--- config.mk ---
export PLATFORM = sky130hd
export DESIGN_NAME = mem_stage_access_ctrl
export DESIGN_NICKNAME = d
export VERILOG_FILES = /design/src/rtl/lc3b_types.sv /design/src/rtl/mem_stage_access_ctrl_byte_lane.sv /design/src/rtl/mem_stage_access_ctrl.sv
export SDC_FILE = /design/constraint.sdc
export NUM_CORES = 1
export LEC_CHECK = 0
export ABC_AREA = 1
export CORE_MARGIN = 5
export CORE_UTILIZATION = 30
export CTS_BUF_LIST = sky130_fd_sc_hd__clkbuf_8 sky130_fd_sc_hd__clkbuf_16
export CTS_CLUSTER_SIZE = 25
export DETAILED_ROUTE_END_ITERATION = 12
export SLEW_MARGIN = 20
export SYNTH_ARGS = -nofsm -noshare
export SYNTH_HDL_FRONTEND = slang
export SYNTH_HIERARCHICAL = 1
export SYNTH_SLANG_ARGS = --single-unit
--- constraint.sdc ---
create_clock -name clk -period 2 [get_ports clk]
set_input_delay 0.3 -clock clk [delete_from_list [all_inputs] [get_ports clk]]
set_output_delay 0.3 -clock clk [all_outputs]
set_load 0.01 [all_outputs]
--- src/rtl/lc3b_types.sv ---
`default_nettype none
// ============================================================================
// Package     : lc3b_types
// Description : Shared LC-3b types: memory-operation encoding, byte-enable
//               constants and small decode helpers for the MEM stage.
// Revision    : 1.0 - initial release
// ============================================================================
package lc3b_types;

    // Memory operation carried in the EX/MEM register; codes 6 and 7 unused
    typedef enum logic [2:0] {
        LD  = 3'd0,
        LDB = 3'd1,
        LDI = 3'd2,
        ST  = 3'd3,
        STB = 3'd4,
        STI = 3'd5
    } lc3b_memop;

    localparam logic [1:0] BE_WORD = 2'b11;
    localparam logic [1:0] BE_LO   = 2'b01;
    localparam logic [1:0] BE_HI   = 2'b10;

    // True for the six defined encodings
    function automatic logic memop_valid(input logic [2:0] op);
        return (op <= 3'd5);
    endfunction

    function automatic logic memop_is_load(input lc3b_memop op);
        return (op == LD) || (op == LDB) || (op == LDI);
    endfunction

    function automatic logic memop_is_indirect(input lc3b_memop op);
        return (op == LDI) || (op == STI);
    endfunction

endpackage : lc3b_types
`default_nettype wire

--- src/rtl/mem_stage_access_ctrl_byte_lane.sv ---
`default_nettype none
// ============================================================================
// Module      : mem_byte_lane
// Description : Combinational byte-lane steering. Store side replicates the
//               source byte and picks the lane enable; load side extracts and
//               sign-extends the addressed byte.
// Revision    : 1.0 - initial release
// ============================================================================
module mem_byte_lane
    import lc3b_types::*;
#(
    parameter int DATA_W = 16
) (
    input  lc3b_memop         i_st_op,
    input  logic              i_st_addr0,
    input  logic [DATA_W-1:0] i_st_src,
    output logic [DATA_W-1:0] o_st_wdata,
    output logic [1:0]        o_st_be,
    input  lc3b_memop         i_ld_op,
    input  logic              i_ld_addr0,
    input  logic [DATA_W-1:0] i_ld_rdata,
    output logic [DATA_W-1:0] o_ld_result
);

    localparam int c_HALF_W = DATA_W / 2;

    logic [c_HALF_W-1:0] w_ld_byte;

    // Store steering: byte stores drive the same byte on both lanes
    always_comb begin
        o_st_wdata = i_st_src;
        o_st_be    = BE_WORD;
        if (i_st_op == STB) begin
            o_st_wdata = {2{i_st_src[c_HALF_W-1:0]}};
            o_st_be    = i_st_addr0 ? BE_HI : BE_LO;
        end
    end

    // Load extraction: odd address selects the high byte, then sign-extend
    always_comb begin
        w_ld_byte   = i_ld_addr0 ? i_ld_rdata[DATA_W-1:c_HALF_W]
                                 : i_ld_rdata[c_HALF_W-1:0];
        o_ld_result = i_ld_rdata;
        if (i_ld_op == LDB) begin
            o_ld_result = {{c_HALF_W{w_ld_byte[c_HALF_W-1]}}, w_ld_byte};
        end
    end

endmodule : mem_byte_lane
`default_nettype wire

--- src/rtl/mem_stage_access_ctrl.sv ---
`default_nettype none
// ============================================================================
// Module      : mem_stage_access_ctrl
// Description : MEM-stage data-cache initiator. Captures the EX/MEM request,
//               runs the optional pointer read for LDI/STI, performs the
//               final access with byte steering, stalls the pipeline until
//               completion and returns the load result with a done pulse.
// Revision    : 1.0 - initial release
// ============================================================================
module mem_stage_access_ctrl
    import lc3b_types::*;
#(
    parameter int ADDR_W = 16,
    parameter int DATA_W = 16
) (
    input  logic              clk,
    input  logic              reset_n,
    input  logic              req_valid,
    input  logic [2:0]        req_op,
    input  logic [ADDR_W-1:0] req_addr,
    input  logic [DATA_W-1:0] req_wdata,
    output logic [ADDR_W-1:0] dcache_address,
    output logic              dcache_read,
    output logic              dcache_write,
    output logic [DATA_W-1:0] dcache_wdata,
    output logic [1:0]        dcache_byte_enable,
    input  logic [DATA_W-1:0] dcache_rdata,
    input  logic              dcache_resp,
    output logic              stall,
    output logic              done,
    output logic [DATA_W-1:0] rdata_out
);

    typedef enum logic [1:0] {
        S_IDLE = 2'd0,
        S_PTR  = 2'd1,
        S_DATA = 2'd2,
        S_DONE = 2'd3
    } state_t;

    state_t            r_state,     w_state_nxt;
    lc3b_memop         r_op,        w_op_nxt;
    logic              r_addr_lsb,  w_addr_lsb_nxt;
    logic [DATA_W-1:0] r_wdata,     w_wdata_nxt;
    logic [ADDR_W-1:0] r_dc_addr,   w_dc_addr_nxt;
    logic              r_dc_read,   w_dc_read_nxt;
    logic              r_dc_write,  w_dc_write_nxt;
    logic [DATA_W-1:0] r_dc_wdata,  w_dc_wdata_nxt;
    logic [1:0]        r_dc_be,     w_dc_be_nxt;
    logic [DATA_W-1:0] r_rdata,     w_rdata_nxt;

    logic              w_req_ok;
    lc3b_memop         w_req_op;
    lc3b_memop         w_acc_op;
    logic [ADDR_W-1:0] w_acc_addr;
    logic [DATA_W-1:0] w_acc_src;
    logic [DATA_W-1:0] w_st_wdata;
    logic [1:0]        w_st_be;
    logic [DATA_W-1:0] w_ld_result;
    logic              w_stall;
    logic              w_done;

    assign w_req_ok = req_valid && memop_valid(req_op);
    assign w_req_op = lc3b_memop'(req_op);

    // Fields of the upcoming final access: straight from the request when
    // leaving IDLE, or from the captured request plus the returned pointer
    // when leaving PTR
    always_comb begin
        w_acc_op   = r_op;
        w_acc_addr = dcache_rdata[ADDR_W-1:0];
        w_acc_src  = r_wdata;
        if (r_state == S_IDLE) begin
            w_acc_op   = w_req_op;
            w_acc_addr = req_addr;
            w_acc_src  = req_wdata;
        end
    end

    mem_byte_lane #(
        .DATA_W (DATA_W)
    ) u_byte_lane (
        .i_st_op     (w_acc_op),
        .i_st_addr0  (w_acc_addr[0]),
        .i_st_src    (w_acc_src),
        .o_st_wdata  (w_st_wdata),
        .o_st_be     (w_st_be),
        .i_ld_op     (r_op),
        .i_ld_addr0  (r_addr_lsb),
        .i_ld_rdata  (dcache_rdata),
        .o_ld_result (w_ld_result)
    );

    // Next-state, next-register and combinational output decode
    always_comb begin
        w_state_nxt    = r_state;
        w_op_nxt       = r_op;
        w_addr_lsb_nxt = r_addr_lsb;
        w_wdata_nxt    = r_wdata;
        w_dc_addr_nxt  = r_dc_addr;
        w_dc_read_nxt  = r_dc_read;
        w_dc_write_nxt = r_dc_write;
        w_dc_wdata_nxt = r_dc_wdata;
        w_dc_be_nxt    = r_dc_be;
        w_rdata_nxt    = r_rdata;
        w_stall        = 1'b0;
        w_done         = 1'b0;

        case (r_state)
            S_IDLE: begin
                w_stall = w_req_ok;
                if (w_req_ok) begin
                    w_op_nxt       = w_req_op;
                    w_addr_lsb_nxt = req_addr[0];
                    w_wdata_nxt    = req_wdata;
                    if (memop_is_indirect(w_req_op)) begin
                        // Pointer fetch is always a full aligned word read
                        w_state_nxt    = S_PTR;
                        w_dc_addr_nxt  = {req_addr[ADDR_W-1:1], 1'b0};
                        w_dc_read_nxt  = 1'b1;
                        w_dc_write_nxt = 1'b0;
                        w_dc_wdata_nxt = '0;
                        w_dc_be_nxt    = BE_WORD;
                    end else begin
                        w_state_nxt    = S_DATA;
                        w_dc_addr_nxt  = {w_acc_addr[ADDR_W-1:1], 1'b0};
                        w_dc_read_nxt  = memop_is_load(w_acc_op);
                        w_dc_write_nxt = !memop_is_load(w_acc_op);
                        w_dc_wdata_nxt = memop_is_load(w_acc_op) ? '0 : w_st_wdata;
                        w_dc_be_nxt    = w_st_be;
                    end
                end
            end

            S_PTR: begin
                w_stall = 1'b1;
                if (dcache_resp) begin
                    // Pointer becomes the effective address of the final access
                    w_state_nxt    = S_DATA;
                    w_addr_lsb_nxt = dcache_rdata[0];
                    w_dc_addr_nxt  = {w_acc_addr[ADDR_W-1:1], 1'b0};
                    w_dc_read_nxt  = memop_is_load(w_acc_op);
                    w_dc_write_nxt = !memop_is_load(w_acc_op);
                    w_dc_wdata_nxt = memop_is_load(w_acc_op) ? '0 : w_st_wdata;
                    w_dc_be_nxt    = w_st_be;
                end
            end

            S_DATA: begin
                w_stall = 1'b1;
                if (dcache_resp) begin
                    w_state_nxt    = S_DONE;
                    w_dc_read_nxt  = 1'b0;
                    w_dc_write_nxt = 1'b0;
                    w_dc_be_nxt    = 2'b00;
                    w_rdata_nxt    = memop_is_load(r_op) ? w_ld_result : '0;
                end
            end

            S_DONE: begin
                // Single completion cycle lets EX/MEM advance exactly once
                w_done      = 1'b1;
                w_state_nxt = S_IDLE;
            end

            default: begin
                w_state_nxt = S_IDLE;
            end
        endcase
    end

    // State and datapath registers; reset abandons any outstanding access
    always_ff @(posedge clk or negedge reset_n) begin
        if (!reset_n) begin
            r_state    <= S_IDLE;
            r_op       <= LD;
            r_addr_lsb <= 1'b0;
            r_wdata    <= '0;
            r_dc_addr  <= '0;
            r_dc_read  <= 1'b0;
            r_dc_write <= 1'b0;
            r_dc_wdata <= '0;
            r_dc_be    <= 2'b00;
            r_rdata    <= '0;
        end else begin
            r_state    <= w_state_nxt;
            r_op       <= w_op_nxt;
            r_addr_lsb <= w_addr_lsb_nxt;
            r_wdata    <= w_wdata_nxt;
            r_dc_addr  <= w_dc_addr_nxt;
            r_dc_read  <= w_dc_read_nxt;
            r_dc_write <= w_dc_write_nxt;
            r_dc_wdata <= w_dc_wdata_nxt;
            r_dc_be    <= w_dc_be_nxt;
            r_rdata    <= w_rdata_nxt;
        end
    end

    assign dcache_address     = r_dc_addr;
    assign dcache_read        = r_dc_read;
    assign dcache_write       = r_dc_write;
    assign dcache_wdata       = r_dc_wdata;
    assign dcache_byte_enable = r_dc_be;
    assign rdata_out          = r_rdata;
    // A pending req_valid must not raise stall while reset is asserted
    assign stall              = w_stall && reset_n;
    assign done               = w_done;

endmodule : mem_stage_access_ctrl
`default_nettype wire
==> results.toml, run 1 <==
# synthesis and place-and-route metrics
[drt]
met1_length_um = 5356
vias = 3954
wl_met3_um = 827
drt_iter0_drc = 231

[layout]
fin_area_um2 = 5799

[floorplan]
dieArea_um2 = 16680
die_height_um = 129.2

[clocking]
tritoncts = "done"
cts_made_buffers = 9
clock_sinks = 73

[final_timing]
hold_viol = 0
finalSetupViolCount = 0
skew_ns = 0.005777
min_period_ns = 1.877

[global_routing]
grt_max_degree = 39
grt_pass1_wl_um = 19460

[critical_path]
r2r_start = "r_state[0]"
cp_num_buf_inv = 4

[logic_synthesis]
yosysUniqueCellTypes = 28
yosys_warnings = 6
edf_count = 0
top_area_share_pct = 42.89
postSynthCellCount = 579
synth_nets = 638

[status]
outcome = "finished clean"

[power_and_ir_drop]
pwr_density_cell_nw_per_um2 = 1638

[job]
warnings = 29
==> run 1: power by group <==
| group | internal [mW] | switching (mW) | total (mW) | leakage [nW] |
|---|---|---|---|---|
| registers | 2.13 | 0.422 | 2.56 | 0.930 |
| logic | 2.17 | 3.00 | 5.17 | 1.83 |
| clock network | 1.10 | 0.668 | 1.77 | 0.153 |
==> run 1: area by class of cell <==
class | instances | area (um^2) | share of cell area, %
clock buffer | 9 | 225.2 | 3.883
inverter | 67 | 254.0 | 4.380
multi-input combinational | 403 | 1938 | 33.42
sequential | 73 | 1827 | 31.50
clock inverter | 7 | 101.3 | 1.748
timing repair buffer | 125 | 1229 | 21.19
tap | 180 | 225.2 | 3.883
==> run 1: what timing repair did <==
item / in CTS / in global routing
setup endpoints to repair: 1 / 15
gates cloned: 0 / 0
resized: 1 / 7
setup buffers: 0 / 1
Run 1, metal 3:
(3 px per um)
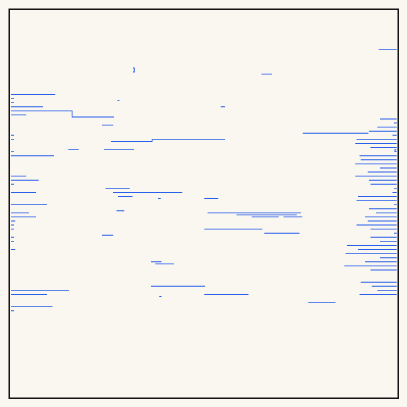
- nets with wire on the layer: 86
- longest straight run: 30.8 um
- share of all routed wire: 6.9%
- wire length on this layer: 827 um

Run 1, placed standard cells:
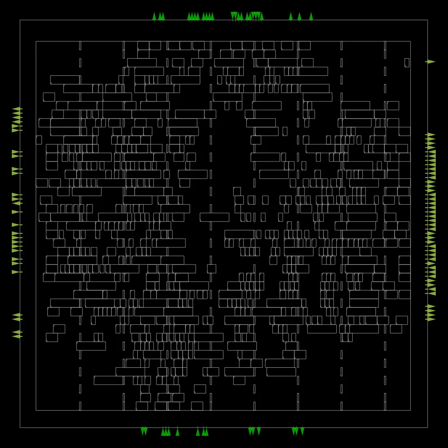
FILL cells: 1425
Util after Layout: 41.78%
Seq area share: 31.50%
row count: 43

Run 1, where the registers sit:
(4 px per um)
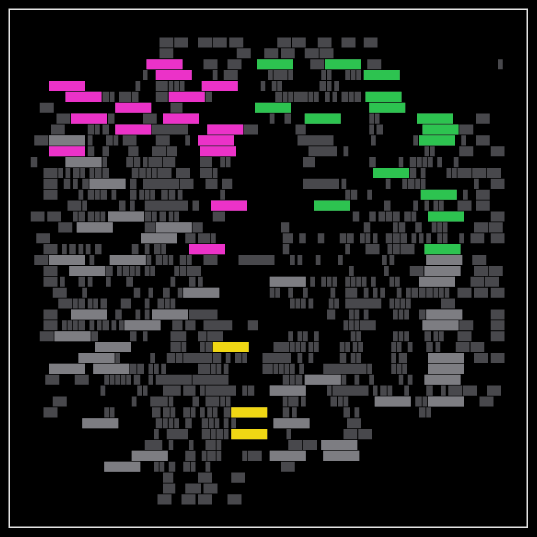
- yellow: r_op (sequential cells 3)
- magenta: dcache_wdata (sequential cells 16)
- green: dcache_address (sequential cells 15)
- not coloured: 39
P_seq: 2.56 mW
FF/Latch Area: 1827 um^2

Run 1, signal wires by layer:
(3 px per um) Only two layers are drawn.
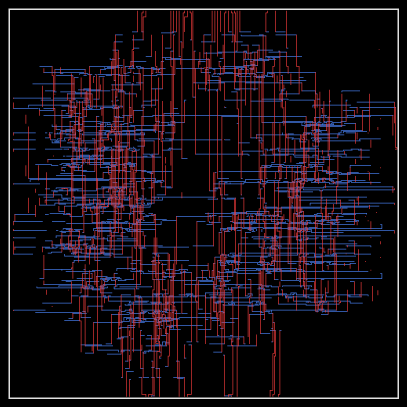
- blue: metal 1 (wire length 5360 um)
- red: metal 2 (wire length 5610 um)
routed length per placed instance: 13.84 um
GR Util All Layers: 14.64%
WL final: 11960 um

==> run 2, diff against run 1 <==
--- a/config.mk
+++ b/config.mk
@@ -6,6 +6,7 @@
 export NUM_CORES = 1
 export LEC_CHECK = 0
 export ABC_AREA = 1
+export ABC_CLOCK_PERIOD_IN_PS = 2000
 export CORE_MARGIN = 5
 export CORE_UTILIZATION = 30
 export CTS_BUF_LIST = sky130_fd_sc_hd__clkbuf_8 sky130_fd_sc_hd__clkbuf_16
Run 2, signal wires by layer:
(3 px per um) Only two layers are drawn.
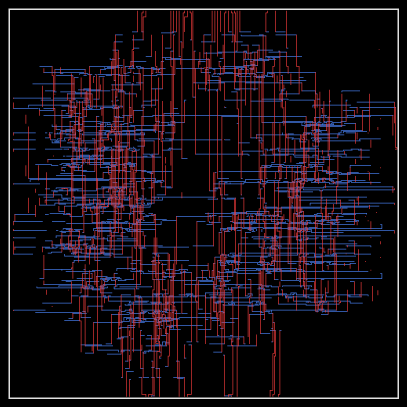
- red: metal 2 (wire length 5610 um)
- blue: metal 1 (wire length 5360 um)

Run 2, cell classes on the final placement:
(2 px per um)
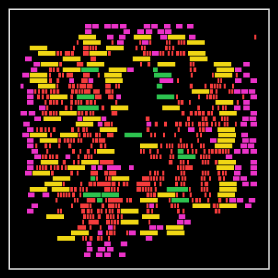
- yellow: flops (cells 73; share of their area 33%)
- magenta: other buffers and delay cells (cells 125; share of their area 22%)
- green: clock drivers and dummy loads (cells 16; share of their area 5.9%)
- red: combinational and other logic (cells 470; share of their area 39%)
Final Cell Area: 5799 um^2
core outline area: 13880 um^2

==> run 2 against run 1 <==
  * Wire length unchanged
  * Count of clock-buffer cells in the layout unchanged
  * Maximum frequency unchanged
  * Combinational power about the same
  * Non-clock buffer count unchanged
  * Cell count unchanged
  * Clock skew unchanged
  * Critical endpoint unchanged
  * Largest cell class unchanged
==> results.toml, run 2 <==
# synthesis and place-and-route metrics
[status]
outcome = "finished clean"

[clocking]
cts_made_buffers = 9
cts_resized = 1
clock_sinks = 73
tritoncts = "done"

[drt]
drt_iter0_drc = 231
wl_met3_um = 827
vias = 3954

[layout]
multi_input_comb_cells = 403
num-nonclk-inverters = 67
comb_area_um2 = 1938
final_util_pct = 41.78
clock_area_share_pct = 5.631
buf_share_pct = 21.19
seq_area_share_pct = 31.50
clock_buffers = 9
regArea_um2 = 1827
dominant_cells = "multi-input combinational cells"

[floorplan]
die_height_um = 129.2
dieArea_um2 = 16680

[power_and_ir_drop]
power.switching_mw = 4.091
swShare_pct = 43.05
pwr_density_cell_nw_per_um2 = 1638
pwr-share-clk_pct = 18.6
power_frac_seq_pct = 26.9
p_int_mw = 5.411
power_frac_comb_pct = 54.5

[final_timing]
finalSetupViolCount = 0
min_period_ns = 1.877
hold_viol = 0
skew_ns = 0.005777

[critical_path]
cp_num_buf_inv = 4
r2r_start = "r_state[0]"

[logic_synthesis]
postSynthCellCount = 579
yosys_warnings = 6
top_area_share_pct = 42.89
edf_count = 0

[global_routing]
grt_usage_pct = 14.64
grt_max_degree = 39
## run 2: cell counts in the layout (fill, tap and decap cells not counted)
Identical to the previous run, type by type.
## run 2: kinds of logic (layout without fill, tap and decap cells)
group,Yosys count,in the layout,synth area share (%)
compound gates,77,77,10.25
fa+ha+maj,4,4,1.175
buf+inv,103,208,12.07
other cells,1,1,0.08805
flops,73,73,42.89
simple gates,321,321,33.52
## run 2: power by group through the flow
stage,registers (mW),logic (mW),clock network [mW]
5_1_grt,2.65,5.80,1.90
3_5_place_dp,2.58,5.16,0
2_1_floorplan,2.68,3.38,0
3_3_place_gp,2.56,5.07,0
6_report,2.56,5.17,1.77
4_1_cts,2.57,5.19,1.83
No activity file was given, so power comes from the tool's default toggle rates.
